==> config.mk <==
export PLATFORM = sky130hd
export DESIGN_NAME = pipeline_hazard_ctrl
export DESIGN_NICKNAME = d
export VERILOG_FILES = /design/src/rtl/pipeline_hazard_ctrl.sv
export SDC_FILE = /design/constraint.sdc
export NUM_CORES = 1
export LEC_CHECK = 0
export ABC_AREA = 0
export CORE_MARGIN = 4
export CORE_UTILIZATION = 23
export CTS_BUF_LIST = sky130_fd_sc_hd__clkbuf_16
export CTS_CLUSTER_SIZE = 24
export DETAILED_ROUTE_END_ITERATION = 12
export DONT_BUFFER_PORTS = 1
export GPL_TIMING_DRIVEN = 0
export HOLD_SLACK_MARGIN = 0.06
export PLACE_DENSITY = 0.47
export RECOVER_POWER = 25
export SYNTH_ARGS = -nofsm -noshare
export SYNTH_HDL_FRONTEND = slang
export SYNTH_SLANG_ARGS = --single-unit
export TNS_END_PERCENT = 1
==> constraint.sdc <==
create_clock -name i_clk -period 2.56 [get_ports i_clk]
set_input_delay 0.256 -clock i_clk [delete_from_list [all_inputs] [get_ports i_clk]]
set_output_delay 0.256 -clock i_clk [all_outputs]
set_load 0.1 [all_outputs]
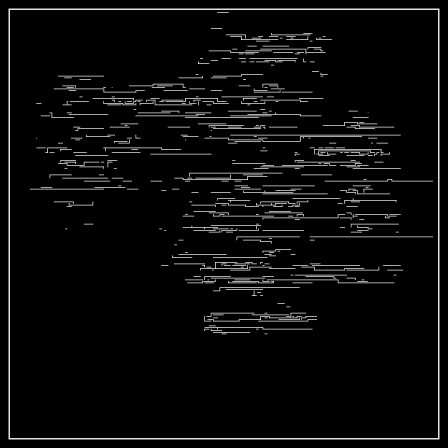
(signal wires on met1)
wire length on this layer: 1810 um
nets with wire on the layer: 209
main direction: horizontal
longest straight run: 36.3 um
via count: 1368
final WL: 3.96 mm
routing usage on met1: 12.2%

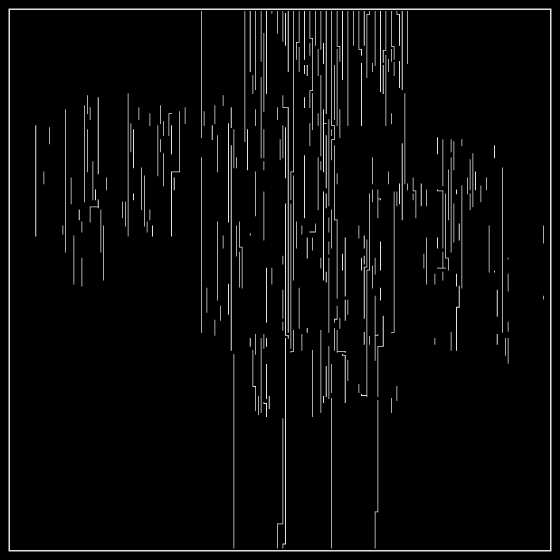
(signal wires on met2)
share of all routed wire: 50%
nets with wire on the layer: 184
GR Util met2: 15.9%

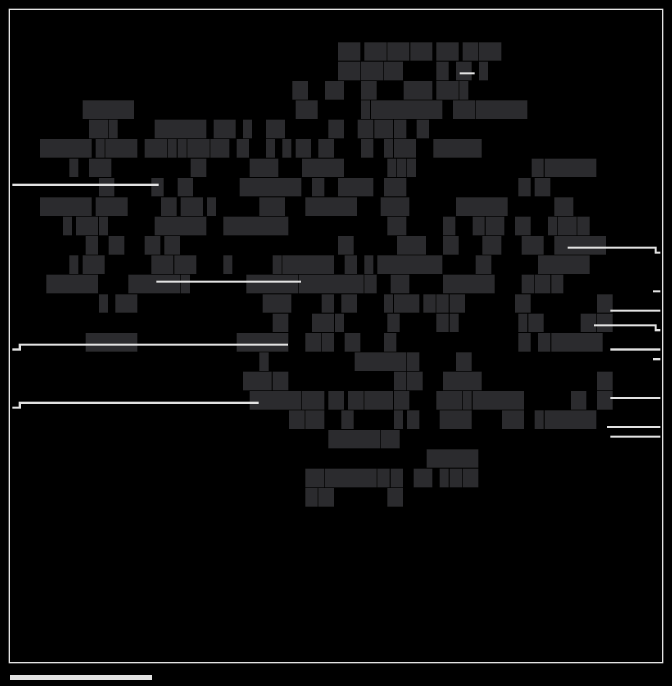
(metal 3)
Bar = 20 um.
longest straight run: 37.5 um
share of all routed wire: 4.4%
routing usage on met3: 2.98%

==> results.yml <==
# synthesis and place-and-route metrics
status:
  outcome: "finished, final reports clean"
finish:
  layout_top_cell: "dfxtp_1"
  fillCellCount: 757
  num-nets-final: 230
  syn_to_final_growth_pct: 18.9
sta:
  finalSetupViolations: 0
  period_needed_ns: 2.46
  worst_pin_slew_ns: 1.46
  worst_clock_skew_ns: 0.0104
  max-slew-margin-rel_pct: 2.78
  finalSetupTns_ns: 0
global_route:
  grt_pass1_wl_mm: 6.58
  first_global_vias: 1333
  antenna_found_initial: 0
yosys:
  syn_area_um2: 1600
  ys_sh_simple_pct: 32.4
  synth_cell_type_count: 44
  synthMuxAreaShare_pct: 2.03
  ys_seq_share_pct: 32.4
  top_area_cell: "dfxtp_1"
  syn_inst: 197
  ys.flops: 26
  xor_area_share_pct: 9.83
  yosys.area.top_type_share_pct: 32.4
  yosys-top-cells-count: "dfxtp_1, and2_1, nor2_1, xnor2_1, o21ai_0"
  synth.most_common_cell: "dfxtp_1"
  edf_count: 0
  synth_adder_area_share_pct: 2.34
  synth_nets: 223
  synth_area_per_cell_um2: 8.14
  ys_area_um2: 1600
pwr:
  leakage_nw: 0.618
  power.density_nw_per_um2: 485
placed_design:
  place_area_um2: 1780
floorplan:
  coreArea_um2: 6790
  initial_core_util_pct: 23.6
  io_pins: 49
  chip_area_um2: 8370
  fp-row-count: 30
worst_setup_path:
  crit_buf_inv: 1
  critPathTopFamily: "AND-OR/OR-AND gates"
  start_kind: "register"
  crit_chain: "nand2b_4 > o21ai_4 > nand2_4 > a21boi_4 > buf_12"
  slowest_delay_ns: 0.80
  rrSetupSlack_ns: 0.45
  crit_cells: 5
  criticalPathCategory: "register to output port"
clocking:
  h-tree-depth: 1
  cts_max_path_buffers: 2
  numCtsBuffers: 3
  insertion_delay_ns: 0.26
  postCtsSetupBuffers: 0
  root_buffer: "clkbuf_16"
drt:
  wl_per_cell_um: 13.3
  firstDrtPassIters: 6
  highest_layer: "met4"
  met2_length_mm: 1.97
run:
  drv_cap: 0
  tool_warnings: 28
[logic make-up (layout without fill, tap and decap cells)]
group / count (synthesis) / in the layout
AOI/OAI and AO/OA: 40 / 40
xor gates and xnor gates: 18 / 18
adders and majority gates: 3 / 3
buffers and inverters: 16 / 22
DFF: 26 / 26
muxes: 3 / 3
and+or+nand+nor: 91 / 91
[layout make-up]
type / count / area, um^2 / share of cell area (%)
plain buffers: 8 / 62.6 / 3.28
inverters: 8 / 33.8 / 1.77
multi-input cells: 155 / 1060 / 55.4
clock buffers: 3 / 75.1 / 3.94
repair buffers: 2 / 31.3 / 1.64
clock inverters: 1 / 3.75 / 0.197
well taps: 96 / 120 / 6.30
flip-flops and latches: 26 / 524 / 27.5
[worst register-to-register path, cell delays in order, from the launching register on]
cell,delay (ns)
dfxtp_4,0.38
nand2b_4,0.15
o21ai_4,0.08
nand2_4,0.27
a21boi_4,0.80
o21ai_0,0.21
a21oi_1,0.15
[through the flow]
stage / hold WS, ns / instances / total power [mW] / worst slack, ns
after floorplan: 0.437 / 197 / 0.548 / -0.351
after global placement: 0.444 / 293 / 0.565 / -0.537
after detailed placement: 0.447 / 295 / 0.575 / -0.437
after CTS: 0.164 / 299 / 0.936 / 0.0147
after global routing: 0.170 / 299 / 0.964 / 0.0219
final: 0.172 / 299 / 0.924 / 0.0992
[timing repair]
action | CTS | global route
gates resized | 9 | 5
cloned | 0 | 0
pin swaps | 1 | 1
hold endpoints to repair | 0 | 0
hold buffers | 0 | 0
setup endpoints to repair | 6 | 1
[report_power, final]
part / switching (mW) / internal [mW]
combinational: 0.108 / 0.0455
clock: 0.147 / 0.209
sequential: 0.00609 / 0.408
Power and IR drop assume default switching activity.
